==> config.mk <==
export PLATFORM = sky130hd
export DESIGN_NAME = fpu_f32_to_f64_pipe_flat
export DESIGN_NICKNAME = d
export VERILOG_FILES = /design/src/rtl/fpu_f32_to_f64_pipe_if.sv /design/src/rtl/fpu_f32_to_f64_pipe.sv /design/src/flat_wrapper.sv
export SDC_FILE = /design/constraint.sdc
export NUM_CORES = 1
export LEC_CHECK = 0
export CAP_MARGIN = 10
export CORE_AREA = 2 2 152 95
export CTS_CLUSTER_DIAMETER = 40
export CTS_CLUSTER_SIZE = 8
export DETAILED_ROUTE_END_ITERATION = 16
export DIE_AREA = 0 0 154 97
export GPL_TIMING_DRIVEN = 0
export PLACE_DENSITY = 0.76
export SETUP_SLACK_MARGIN = 0.1
export SKIP_LAST_GASP = 1
export SYNTH_ARGS = -nofsm -noshare
export SYNTH_HDL_FRONTEND = slang
export SYNTH_SLANG_ARGS = --single-unit
export TNS_END_PERCENT = 30
==> constraint.sdc <==
create_clock -name clk -period 10.24 [get_ports clk]
set_input_delay 2.048 -clock clk [delete_from_list [all_inputs] [get_ports clk]]
set_output_delay 2.048 -clock clk [all_outputs]
set_load 0.02 [all_outputs]
==> src/rtl/fpu_f32_to_f64_pipe_if.sv <==
// Handshake bundle for the f32->f64 converter: operand/valid/ready in, result/flags/valid/ready out.
interface fpu_f32_to_f64_pipe_if;
  logic        io_in_valid;
  logic        io_in_ready;
  logic [31:0] io_in;
  logic [1:0]  io_rounding_mode;
  logic        io_out_valid;
  logic        io_out_ready;
  logic [63:0] io_out;
  logic [4:0]  io_exception_flags;

  modport master (
    output io_in_valid, io_in, io_rounding_mode, io_out_ready,
    input  io_in_ready, io_out_valid, io_out, io_exception_flags
  );

  modport slave (
    input  io_in_valid, io_in, io_rounding_mode, io_out_ready,
    output io_in_ready, io_out_valid, io_out, io_exception_flags
  );
endinterface

==> src/rtl/fpu_f32_to_f64_pipe.sv <==
// Exact binary32->binary64 widening, latency REG_INPUT+1, full valid/ready backpressure at 1/cycle.
// F32_TO_F64_CANON_NAN_EN: when defined every NaN result is the canonical positive quiet NaN.
module fpu_f32_to_f64_pipe #(
  parameter int REG_INPUT = 1
) (
  input logic                  clk,
  input logic                  reset,
  fpu_f32_to_f64_pipe_if.slave bus
);

  typedef struct packed {
    logic        sign;
    logic [7:0]  exp;
    logic [22:0] frac;
    logic        is_zero;
    logic        is_sub;
    logic        is_inf;
    logic        is_nan;
    logic        is_snan;
    logic [4:0]  lz;
  } unp_t;

  typedef struct packed {
    logic [4:0]  flags;
    logic [63:0] val;
  } res_t;

  function automatic unp_t unpack(input logic [31:0] x);
    unp_t u;
    logic found;
    logic exp_zero;
    logic exp_max;
    logic frac_zero;
    u.sign    = x[31];
    u.exp     = x[30:23];
    u.frac    = x[22:0];
    exp_zero  = (x[30:23] == 8'h00);
    exp_max   = (x[30:23] == 8'hFF);
    frac_zero = (x[22:0] == 23'd0);
    u.is_zero = exp_zero && frac_zero;
    u.is_sub  = exp_zero && !frac_zero;
    u.is_inf  = exp_max && frac_zero;
    u.is_nan  = exp_max && !frac_zero;
    u.is_snan = exp_max && !frac_zero && !x[22];
    u.lz      = 5'd0;
    found     = 1'b0;
    for (int i = 22; i >= 0; i--) begin
      if (!found) begin
        if (x[i]) found = 1'b1;
        else      u.lz = u.lz + 5'd1;
      end
    end
    return u;
  endfunction

  function automatic res_t assemble(input unp_t u);
    res_t        r;
    logic [22:0] sh;
    logic [10:0] e;
    // shifting past the leading one discards it, leaving the normalised fraction
    sh    = u.frac << (u.lz + 5'd1);
    e     = 11'd0;
    r.val = 64'd0;
    if (u.is_zero) begin
      r.val = {u.sign, 63'd0};
    end else if (u.is_inf) begin
      r.val = {u.sign, 11'h7FF, 52'd0};
    end else if (u.is_nan) begin
`ifdef F32_TO_F64_CANON_NAN_EN
      r.val = 64'h7FF8000000000000;
`else
      r.val = {u.sign, 11'h7FF, 1'b1, u.frac[21:0], 29'd0};
`endif
    end else if (u.is_sub) begin
      e     = 11'd874 + (11'd22 - {6'd0, u.lz});
      r.val = {u.sign, e, sh, 29'd0};
    end else begin
      e     = {3'd0, u.exp} + 11'd896;
      r.val = {u.sign, e, u.frac, 29'd0};
    end
    r.flags = {u.is_snan, 4'd0};
    return r;
  endfunction

  logic s1_valid;
  unp_t s1_u;
  logic in_ready;
  logic s2_en;
  logic s2_valid;
  res_t s2_res;

  // The conversion is exact, so the rounding mode is accepted but never consulted.
  logic unused_rm;
  assign unused_rm = ^bus.io_rounding_mode;

  assign s2_en = !s2_valid || bus.io_out_ready;

  if (REG_INPUT != 0) begin : g_s1_reg
    assign in_ready = !s1_valid || s2_en;

    always_ff @(posedge clk) begin
      if (reset)         s1_valid <= 1'b0;
      else if (in_ready) s1_valid <= bus.io_in_valid;
    end

    always_ff @(posedge clk) begin
      if (in_ready && bus.io_in_valid) s1_u <= unpack(bus.io_in);
    end
  end else begin : g_s1_comb
    assign in_ready = s2_en;
    assign s1_valid = bus.io_in_valid;
    assign s1_u     = unpack(bus.io_in);
  end

  always_ff @(posedge clk) begin
    if (reset) begin
      s2_valid <= 1'b0;
      s2_res   <= '0;
    end else if (s2_en) begin
      s2_valid <= s1_valid;
      if (s1_valid) s2_res <= assemble(s1_u);
    end
  end

  assign bus.io_in_ready        = in_ready;
  assign bus.io_out_valid       = s2_valid;
  assign bus.io_out             = s2_res.val;
  assign bus.io_exception_flags = s2_res.flags;

endmodule

==> src/flat_wrapper.sv <==
// flat-port wrapper written by rule: the top's interface ports become plain ports
module fpu_f32_to_f64_pipe_flat 
#(
  parameter int REG_INPUT = 1
)
  (clk, reset, bus_io_in_valid, bus_io_in, bus_io_rounding_mode, bus_io_out_ready, bus_io_in_ready, bus_io_out_valid, bus_io_out, bus_io_exception_flags);
  fpu_f32_to_f64_pipe_if bus_i ();
  input logic clk;
  input logic reset;
  input wire logic [$bits(bus_i.io_in_valid)-1:0] bus_io_in_valid;
  input wire logic [$bits(bus_i.io_in)-1:0] bus_io_in;
  input wire logic [$bits(bus_i.io_rounding_mode)-1:0] bus_io_rounding_mode;
  input wire logic [$bits(bus_i.io_out_ready)-1:0] bus_io_out_ready;
  output wire logic [$bits(bus_i.io_in_ready)-1:0] bus_io_in_ready;
  output wire logic [$bits(bus_i.io_out_valid)-1:0] bus_io_out_valid;
  output wire logic [$bits(bus_i.io_out)-1:0] bus_io_out;
  output wire logic [$bits(bus_i.io_exception_flags)-1:0] bus_io_exception_flags;
  assign bus_i.io_in_valid = bus_io_in_valid;
  assign bus_i.io_in = bus_io_in;
  assign bus_i.io_rounding_mode = bus_io_rounding_mode;
  assign bus_i.io_out_ready = bus_io_out_ready;
  assign bus_io_in_ready = bus_i.io_in_ready;
  assign bus_io_out_valid = bus_i.io_out_valid;
  assign bus_io_out = bus_i.io_out;
  assign bus_io_exception_flags = bus_i.io_exception_flags;
  fpu_f32_to_f64_pipe #(.REG_INPUT(REG_INPUT)) u_core (.clk(clk), .reset(reset), .bus(bus_i));
endmodule
==> qor.yml, run 1 <==
status: "finished, violations left"
violations: "design-rule violations"
netSwitchingFraction_pct: 31.1
dp_slack_ps: -1350
ys_sh_simple_pct: 23.4
area_growth_pct: 26.0
syn_area_sq_um: 6510
nFillCells: 1148
rows: 33
flop-count: 79
synth-edff-count: 42
cts_buffer_depth: 2
worstHoldStart: "u_core.bus.io_out[51]"
inverters: 17
crit_cells: 46
cp.required_ps: 10320
wl_per_cell_microns: 17.5
cts.sinks: 79
first_global_vias: 5565
rsz0062_at_grt: "false"
dp.cells: 1071
comb_cells: 657
worstSkewPairLatency_ps: 340
largest_class: "multi-input combinational cells"
port-buffer-count: 72
cts_max_level: 3
clockBufferCount: 13
ff2ff_path_depth: 11
grt_antenna_before_repair: 0
gp_congestion: 0.993
yosys.stat.seqShare_pct: 30.8
grt_max_degree: 42
lay_top_count: "nor2_1"
cts-root-buf: "clkbuf_16"
nWellTaps: 175
drtAntennaViolNets: 0
synthAdderAreaFrac_pct: 4.65
warnings: 28
grt_pass1_wl_microns: 30300
hold_buffers: 0
whs_ps: 461
reg2reg_from: "u_core.s1_u[0]"
drt-pass1-iter-count: 11
fin_setup_tns_ps: 0
slowest_stage: "ha_1"
aoi_share_pct: 20.4
intPower_mw: 0.656
timing.final.crit_share_pct: 94.2
die_h_microns: 97
fp_util_pct: 48.5
skew_ps: 7.21
fp.dieW_microns: 154
cts_buffers: 9
synth-warning-count: 0
die_area_sq_um: 14900
min_period_ps: 9650
ys_ff: 79
crit_family: "adder cells"
r2r_slack_ps: 6830
critPathKind: "input pin to flip-flop"
largest_area_cell: "edfxtp_1"
logic_area_sq_um: 4360
seq_share_pct: 24.4
vias_per_cell: 5.70
path_clk_slew_ps: 60
pg_clk_mw: 0.332
worst_ep_arrival_time_ps: 9730
comb_area_share_pct: 53.2
finalWorstSetupSlack_ps: 590
r2r_end: "u_core.bus.io_out[46]"
ios: 109
largest_register_ff_count: 42
maxPowerGroup: "sequential cells"
yosysMostFrequentCell: "nor2_1"
yosysCellCount: 791
seqCellArea_sq_um: 2000
final_area_sq_um: 8200
first_iter_violations: 550
yosys-top-cells-area: "edfxtp_1 19%, dfxtp_1 11%, nor2_1 6.1%, nand2_1 4.8%, mux2i_1 4.6%"
cpMostUsedCell: "ha_1"
clkPwrFrac_pct: 34.9
top_register: "u_core.s1_u"
p_seq_share_pct: 38.2
pg_comb_mw: 0.256
fin_cells: 1099
flop_cell: "edfxtp_1"
worstSetupStartpointType: "input pin"
combinationalPowerShare_pct: 26.9
ys_sh_xor_pct: 5.75
drc: 1
setup_viol: 0
relSlewSlack_pct: 38.4
whs_endpoint: "u_core.bus.io_out[51]"
cts_resized: 30
yosysUniqueCellTypes: 71
ys_sh_mux_pct: 7.79
power_density_nw_per_um2: 116
hold_path.class: "flip-flop to flip-flop"
crit_start: "bus_io_in[21]"
dpl_cell_area_sq_um: 7590
synthCells: 791
drive_gt1_share_pct: 14.2
cts_tree: "done"
top_cell_area_share_pct: 19.4
antenna_cells: 0
grt_overflow: 0
hold_violations: 0
async_flop_share_pct: 0
synthTopLogicFamily: "simple AND/OR/NAND/NOR gates"
maxCapViolations: 0
mostFrequentLayoutCells: "102 x nor2_1, 78 x nand2_1, 67 x clkdlybuf4s50_1"
critPathCapture: "u_core.s1_u[4]"
p_leak_nw: 3.21
fin_nets: 978
hpwl_microns: 15200
syn_area_per_cell_sq_um: 8.23
min_path_cells: 2
switchingPower_mw: 0.297
ir_drop_mv: 0.0637
final-nonclk-buf-share_pct: 15.1
common_cells: "105 x nor2_1, 83 x nand2_1, 51 x a21oi_1"
worstPathMaxFanout: 6
end_kind: "flip-flop"
coreArea_sq_um: 13400
fin_util_pct: 61.1
clk_share_pct: 3.82
cts_setup_buffers: 2
worst_pin_slew_ps: 917
run 1: metal layers:
layer | track usage [%] | share of wire [%] | up-vias
met5 | 0 | 0 | -
met1 | 42.2 | 51 | 2901
met4 | 5.25 | 0.88 | 0
li1 | - | - | 3077
met3 | 4.75 | 10 | 18
met2 | 34.0 | 38 | 271
run 1: worst register-to-register path: cells and delay by family, from the launching register on:
| family | cells | cell delay (ps) |
|---|---|---|
| AND-OR/OR-AND | 5 | 1080 |
| adder cells (fa/ha/maj) | 1 | 400 |
| buffers and inverters | 3 | 1080 |
| flip-flops | 1 | 490 |
| multiplexers | 1 | 190 |
| AND/OR/NAND/NOR | 1 | 100 |
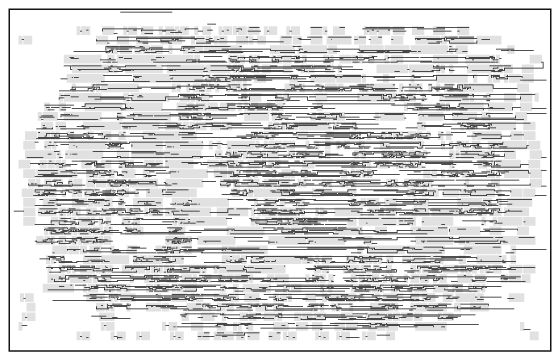
**Above:** run 1 (the metal 1 layer).
nets with wire on the layer: 897
share of all routed wire: 51%
main direction: horizontal
longest straight run: 40.5 microns

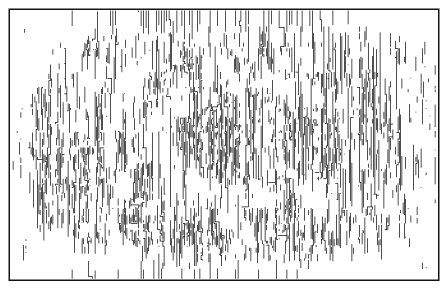
**Above:** run 1 (metal 2).
share of all routed wire: 38%
wire length on this layer: 7330 microns
main direction: vertical

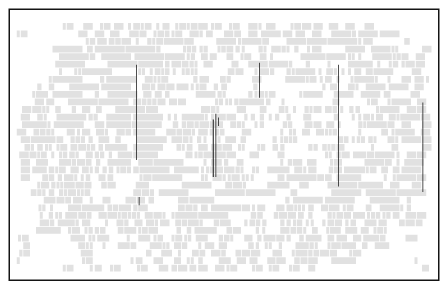
**Above:** run 1 (metal 4).
share of all routed wire: 0.88%
wire length on this layer: 170 microns
main direction: vertical
nets with wire on the layer: 6
longest straight run: 43.5 microns
final wirelength: 19200 microns
Vias: 6267

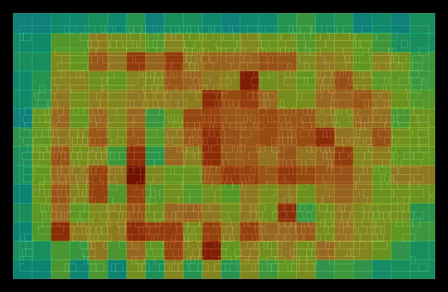
**Above:** run 1 (routing congestion).
met3 usage in global routing: 4.75%
GRT Util Overall: 25.7%
Global Route met1 Usage: 42.2%
busiest grt layer: met1

## Run 2: what changed since run 1
Settings changed: CAP_MARGIN 10 to 20.
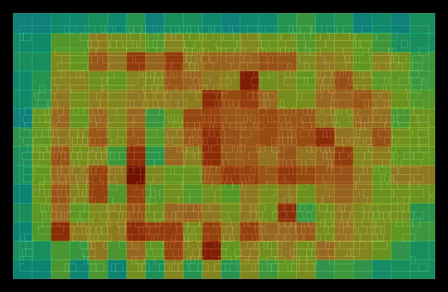
**Above:** run 2 (routing congestion).
M2 GR Usage: 34.0%
Core Util, Final: 61.1%
average wire per standard cell: 17.5 microns

==> run 2 against run 1 <==
The flow still finishes with violations (design-rule violations). Clock power about the same. Wire length unchanged. Via count unchanged. Sequential share of layout area stayed put.
==> qor.yml, run 2 <==
hpwl_microns: 15200  # unchanged
status: "finished, violations left"  # unchanged
hold_violations: 0  # unchanged
num-nonclk-buffers: 155  # unchanged
whs_ps: 461  # unchanged
dpl_cell_area_sq_um: 7590  # unchanged
worstSetupStartpointType: "input pin"  # unchanged
gp_congestion: 0.993  # unchanged
fp.dieW_microns: 154  # unchanged
drc: 1  # unchanged
use_met3_pct: 4.75  # unchanged
rsz0062_at_grt: "false"  # unchanged
lay_top_count: "nor2_1"  # unchanged
vias: 6267  # unchanged
ys_ff: 79  # unchanged
largest_class: "multi-input combinational cells"  # unchanged
crit_cells: 46  # unchanged
worst_pin_slew_ps: 917  # unchanged
yosys.stat.seqShare_pct: 30.8  # unchanged
synthTopLogicFamily: "simple AND/OR/NAND/NOR gates"  # unchanged
setup_viol: 0  # unchanged
worstPathMaxFanout: 6  # unchanged
relSlewSlack_pct: 38.4  # unchanged
cts_tree: "done"  # unchanged
hold_path.class: "flip-flop to flip-flop"  # unchanged
critPathKind: "input pin to flip-flop"  # unchanged
synthCells: 791  # unchanged
port-buffer-count: 72  # unchanged
fin_cells: 1099  # unchanged
fp_util_pct: 48.5  # unchanged
cts_setup_buffers: 2  # unchanged
pg_clk_mw: 0.332  # about the same
dp.cells: 1071  # unchanged
yosys-top-cells-area: "edfxtp_1 19%, dfxtp_1 11%, nor2_1 6.1%, nand2_1 4.8%, mux2i_1 4.6%"  # unchanged
final_area_sq_um: 8200  # unchanged
synthAdderAreaFrac_pct: 4.65  # unchanged
cts-root-buf: "clkbuf_16"  # unchanged
ir_drop_mv: 0.0637  # unchanged
common_cells: "105 x nor2_1, 83 x nand2_1, 51 x a21oi_1"  # unchanged
power_mw: 0.953  # unchanged
wirelength_microns: 19200  # unchanged
warnings: 28  # unchanged
switchingPower_mw: 0.297  # unchanged
slowest_stage: "ha_1"  # unchanged
clk_share_pct: 3.82  # unchanged
ys_sh_mux_pct: 7.79  # unchanged
flop_cell: "edfxtp_1"  # unchanged
area_growth_pct: 26.0  # unchanged
seq_share_pct: 24.4  # unchanged
drt-pass1-iter-count: 11  # unchanged
vias_per_cell: 5.70  # unchanged
cp_num_buf_inv: 2  # unchanged
min_period_ps: 9650  # unchanged
combinationalPowerShare_pct: 26.9  # about the same
synth-edff-count: 42  # unchanged
comb_area_share_pct: 53.2  # unchanged
cts_buffer_depth: 2  # unchanged
seqCellArea_sq_um: 2000  # unchanged
grt_usage_pct: 25.7  # unchanged
ios: 109  # unchanged
fin_setup_tns_ps: 0  # unchanged
grt_use_met1_pct: 42.2  # unchanged
flop-count: 79  # unchanged
ff2ff_path_depth: 11  # unchanged
cpMostUsedCell: "ha_1"  # unchanged
yosysCellCount: 791  # unchanged
grt_overflow: 0  # unchanged
ys_area_sq_um: 6510  # unchanged
die_h_microns: 97  # unchanged
first_iter_violations: 550  # unchanged
p_seq_share_pct: 38.2  # about the same
ys_sh_xor_pct: 5.75  # unchanged
top_cell_area_share_pct: 19.4  # unchanged
pg_comb_mw: 0.256  # about the same
syn_area_per_cell_sq_um: 8.23  # unchanged
maxCapViolations: 0  # unchanged
r2r_slack_ps: 6830  # about the same
cts.sinks: 79  # unchanged
fin_nets: 978  # unchanged
whs_endpoint: "u_core.bus.io_out[51]"  # unchanged
grt_antenna_before_repair: 0  # unchanged
top_register: "u_core.s1_u"  # unchanged
cts_buffers: 9  # unchanged
power_density_nw_per_um2: 116  # unchanged
violations: "design-rule violations"  # unchanged
synth-warning-count: 0  # unchanged
timing.final.crit_share_pct: 94.2  # unchanged
crit_family: "adder cells"  # unchanged
busiest_layer: "met1"  # unchanged
worstHoldStart: "u_core.bus.io_out[51]"  # unchanged
worstSkewPairLatency_ps: 340  # about the same
grt_pass1_wl_microns: 30300  # unchanged
syn_area_sq_um: 6510  # unchanged
hold_buffers: 0  # unchanged
rows: 33  # unchanged
largest_area_cell: "edfxtp_1"  # unchanged
drive_gt1_share_pct: 14.2  # unchanged
logic_area_sq_um: 4360  # unchanged
worst_ep_arrival_time_ps: 9730  # about the same
clockBufferCount: 13  # unchanged
final-nonclk-buf-share_pct: 15.1  # unchanged
maxPowerGroup: "sequential cells"  # unchanged
grt_max_degree: 42  # unchanged
nFillCells: 1148  # unchanged
antenna_cells: 0  # unchanged
cts_max_level: 3  # unchanged
comb_cells: 657  # unchanged
coreArea_sq_um: 13400  # unchanged
p_leak_nw: 3.21  # unchanged
intPower_mw: 0.656  # unchanged
largest_register_ff_count: 42  # unchanged
mostFrequentLayoutCells: "102 x nor2_1, 78 x nand2_1, 67 x clkdlybuf4s50_1"  # unchanged
first_global_vias: 5565  # unchanged
yosysUniqueCellTypes: 71  # unchanged
drtAntennaViolNets: 0  # unchanged
path_clk_slew_ps: 60  # about the same
dp_slack_ps: -1350  # unchanged
skew_ps: 7.21  # unchanged
cts_resized: 30  # unchanged
inverters: 17  # unchanged
async_flop_share_pct: 0  # unchanged
aoi_share_pct: 20.4  # unchanged
yosysMostFrequentCell: "nor2_1"  # unchanged
end_kind: "flip-flop"  # unchanged
finalWorstSetupSlack_ps: 590  # unchanged
reg2reg_from: "u_core.s1_u[0]"  # unchanged
netSwitchingFraction_pct: 31.1  # unchanged
r2r_end: "u_core.bus.io_out[46]"  # unchanged
clkPwrFrac_pct: 34.9  # about the same
ys_sh_simple_pct: 23.4  # unchanged
min_path_cells: 2  # unchanged
cp.required_ps: 10320  # about the same
nWellTaps: 175  # unchanged
die_area_sq_um: 14900  # unchanged
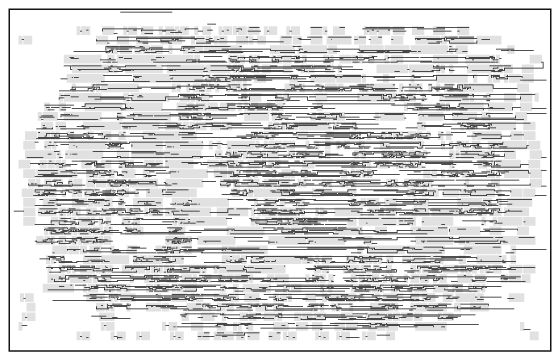
**Above:** run 2 (the metal 1 layer).
main direction: horizontal
wire length on this layer: 9770 microns
nets with wire on the layer: 897
longest straight run: 40.5 microns

==> run 2: cell counts in the layout (fill, tap and decap cells not counted) <==
Identical to the previous run, type by type.
==> run 2: routing by layer <==
metal	routed length (microns)	vias to the layer above
met5	0	-
met4	170	0
met3	1950	18
met2	7330	271
met1	9770	2901
li1	-	3077
==> run 2: how the worst max path moves through the flow <==
stage | start | endpoint
4_1_cts | bus_io_in[21] | u_core.s1_u[4]
5_1_grt | bus_io_in[21] | u_core.s1_u[4]
6_report | bus_io_in[21] | u_core.s1_u[4]
3_3_place_gp | bus_io_in[22] | u_core.s1_u[4]
2_1_floorplan | bus_io_in[21] | u_core.s1_u[4]
3_5_place_dp | bus_io_in[22] | u_core.s1_u[4]
**Run 2: local utilization**

Bar = 50 microns. 15 x 10 tiles, from dark blue (low) to red (high), 0 to 100% covered.
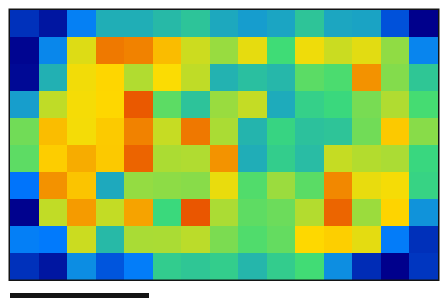

## Run 3: what changed since run 2
Settings changed: RECOVER_POWER set to 100.
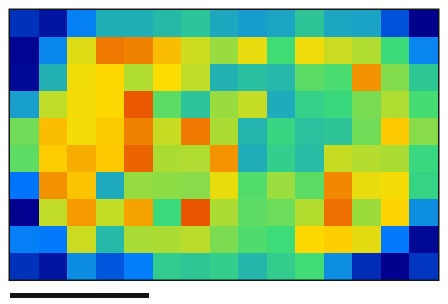
**Above:** run 3 (local utilization).
Bar = 50 microns. 15 x 10 tiles, from dark blue (low) to red (high), 0 to 100% covered.
mean over tiles: 53%
nearly empty tiles: 4.0%
tiles over 75% full: 18%

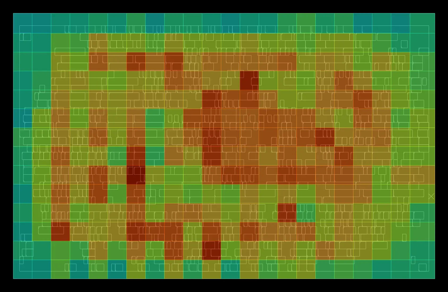
**Above:** run 3 (routing congestion).
Core Util, Final: 60.8%
average wire per standard cell: 17.4 microns

==> run 3 against run 2 <==
The flow finishes with violations (design-rule violations, max-capacitance violations, max-slew violations). Area after synthesis unchanged. Die size did not move. Wire length is 0.28% lower. Clock power hardly changed. Largest power group unchanged.
==> qor.yml, run 3 <==
status: "finished, violations left"  # unchanged
violations: "design-rule violations, max-capacitance violations, max-slew violations"  # was design-rule violations
die_h_microns: 97  # unchanged
netSwitchingFraction_pct: 31.3  # was 31.1%
drive_gt1_share_pct: 13.6  # was 14.2%
pg_comb_mw: 0.250  # was 0.256 mW
yosysCellCount: 791  # unchanged
hold_violations: 0  # unchanged
fp_util_pct: 48.5  # unchanged
dpl_cell_area_sq_um: 7590  # unchanged
port-buffer-count: 72  # unchanged
busiest_layer: "met1"  # unchanged
r2r_slack_ps: 6850  # was 6830 ps
pg_clk_mw: 0.333  # was 0.332 mW
gp_congestion: 0.993  # unchanged
worstPathMaxFanout: 6  # unchanged
syn_area_per_cell_sq_um: 8.23  # unchanged
maxCapViolations: 1  # was 0
grt_usage_pct: 25.7  # unchanged
maxPowerGroup: "sequential cells"  # unchanged
hold_buffers: 0  # unchanged
fin_setup_tns_ps: 0  # unchanged
first_global_vias: 5565  # unchanged
ff2ff_path_depth: 11  # unchanged
fin_nets: 978  # unchanged
dp_slack_ps: -1350  # unchanged
common_cells: "105 x nor2_1, 83 x nand2_1, 51 x a21oi_1"  # unchanged
final_area_sq_um: 8160  # was 8200 sq um
slew_viol_final: 42  # was 0
p_seq_share_pct: 38.5  # was 38.2%
mostFrequentLayoutCells: "102 x nor2_1, 78 x nand2_1, 65 x dlygate4sd3_1"  # was 102 x nor2_1, 78 x nand2_1, 67 x clkdlybuf4s50_1
cts_buffers: 9  # unchanged
switchingPower_mw: 0.296  # was 0.297 mW
power_mw: 0.948  # was 0.953 mW
use_met2_pct: 34.0  # unchanged
end_kind: "flip-flop"  # unchanged
cts_max_level: 3  # unchanged
drt-pass1-iter-count: 12  # was 11
drc: 1  # unchanged
yosysMostFrequentCell: "nor2_1"  # unchanged
ys_area_sq_um: 6510  # unchanged
async_flop_share_pct: 0  # unchanged
ios: 109  # unchanged
wirelength_microns: 19200  # about the same
clkPwrFrac_pct: 35.1  # was 34.9%
lay_top_count: "nor2_1"  # unchanged
vias_per_cell: 5.73  # was 5.70
critPathCapture: "u_core.s1_u[4]"  # unchanged
path_clk_slew_ps: 60  # about the same
min_period_ps: 9680  # was 9650 ps
top_register: "u_core.s1_u"  # unchanged
rsz0062_at_grt: "false"  # unchanged
synth-edff-count: 42  # unchanged
grt_use_met1_pct: 42.2  # unchanged
setup_viol: 0  # unchanged
whs_endpoint: "u_core.bus.io_out[51]"  # unchanged
m1WireLength_microns: 9830  # was 9770 microns
grt_antenna_before_repair: 0  # unchanged
largest_area_cell: "edfxtp_1"  # unchanged
crit_cells: 46  # unchanged
hpwl_microns: 15200  # unchanged
cts_buffer_depth: 2  # unchanged
wl_met3_microns: 1880  # was 1950 microns
first_iter_violations: 576  # was 550
cts_tree: "done"  # unchanged
crit_start: "bus_io_in[21]"  # unchanged
yosys-top-cells-area: "edfxtp_1 19%, dfxtp_1 11%, nor2_1 6.1%, nand2_1 4.8%, mux2i_1 4.6%"  # unchanged
relSlewSlack_pct: -45.2  # was 38.4%
coreArea_sq_um: 13400  # unchanged
whs_ps: 457  # was 461 ps
combinationalPowerShare_pct: 26.4  # was 26.9%
intPower_mw: 0.652  # was 0.656 mW
cp_num_buf_inv: 2  # unchanged
ir_drop_mv: 0.0640  # was 0.0637 mV
synth-warning-count: 0  # unchanged
cts.sinks: 79  # unchanged
largest_register_ff_count: 42  # unchanged
vias: 6296  # was 6267
worstSkewPairLatency_ps: 350  # was 340 ps
worstHoldStart: "u_core.bus.io_out[51]"  # unchanged
critPathKind: "input pin to flip-flop"  # unchanged
fin_cells: 1099  # unchanged
yosys.stat.seqShare_pct: 30.8  # unchanged
grt_max_degree: 42  # unchanged
worstSetupStartpointType: "input pin"  # unchanged
r2r_end: "u_core.bus.io_out[46]"  # unchanged
use_met3_pct: 4.75  # unchanged
slowest_stage: "ha_1"  # unchanged
grt_overflow: 0  # unchanged
dp.cells: 1071  # unchanged
skew_ps: 8.08  # was 7.21 ps
reg2reg_from: "u_core.s1_u[0]"  # unchanged
flop_cell: "edfxtp_1"  # unchanged
die_area_sq_um: 14900  # unchanged
cts_resized: 30  # unchanged
rows: 33  # unchanged
crit_family: "adder cells"  # unchanged
top_cell_area_share_pct: 19.4  # unchanged
worst_pin_slew_ps: 2180  # was 917 ps
ys_ff: 79  # unchanged
synthCells: 791  # unchanged
top_layer: "met4"  # unchanged
warnings: 28  # unchanged
hold_path.class: "flip-flop to flip-flop"  # unchanged
area_growth_pct: 25.4  # was 26.0%
min_path_cells: 2  # unchanged
fp.dieW_microns: 154  # unchanged
cts_setup_buffers: 2  # unchanged
grt_pass1_wl_microns: 30300  # unchanged
route.met2.wl_microns: 7300  # was 7330 microns
p_leak_nw: 3.30  # was 3.21 nW
cp.required_ps: 10320  # about the same
[run 3: cell counts after synthesis]
No cell type changed its count.
[run 3: kinds of logic after synthesis]
| group | share of synthesized area, % |
|---|---|
| simple gates | 23.4 |
| buf+inv | 7.25 |
| flops | 30.8 |
| compound gates | 20.4 |
| fa+ha+maj | 4.65 |
| mux | 7.79 |
| xor+xnor | 5.75 |
| other cells | 0.0576 |
[run 3: cell type report]
class | count | area [sq um]
plain buffers | 70 | 413
clock buffers | 13 | 293
clock inverters | 3 | 20.0
fillers | 1154 | 5260
inverters | 17 | 63.8
multi-input cells | 657 | 4360
flip-flops and latches | 79 | 2000
well taps | 175 | 219
repair buffers | 85 | 796
[run 3: tightest hold or removal path: stages (launching register included)]
cell and delay [ps]:
dfxtp_1 310, nand2_1 50, a21oi_1 50
Power figures rest on the tool's default switching activity, not on a simulated workload.
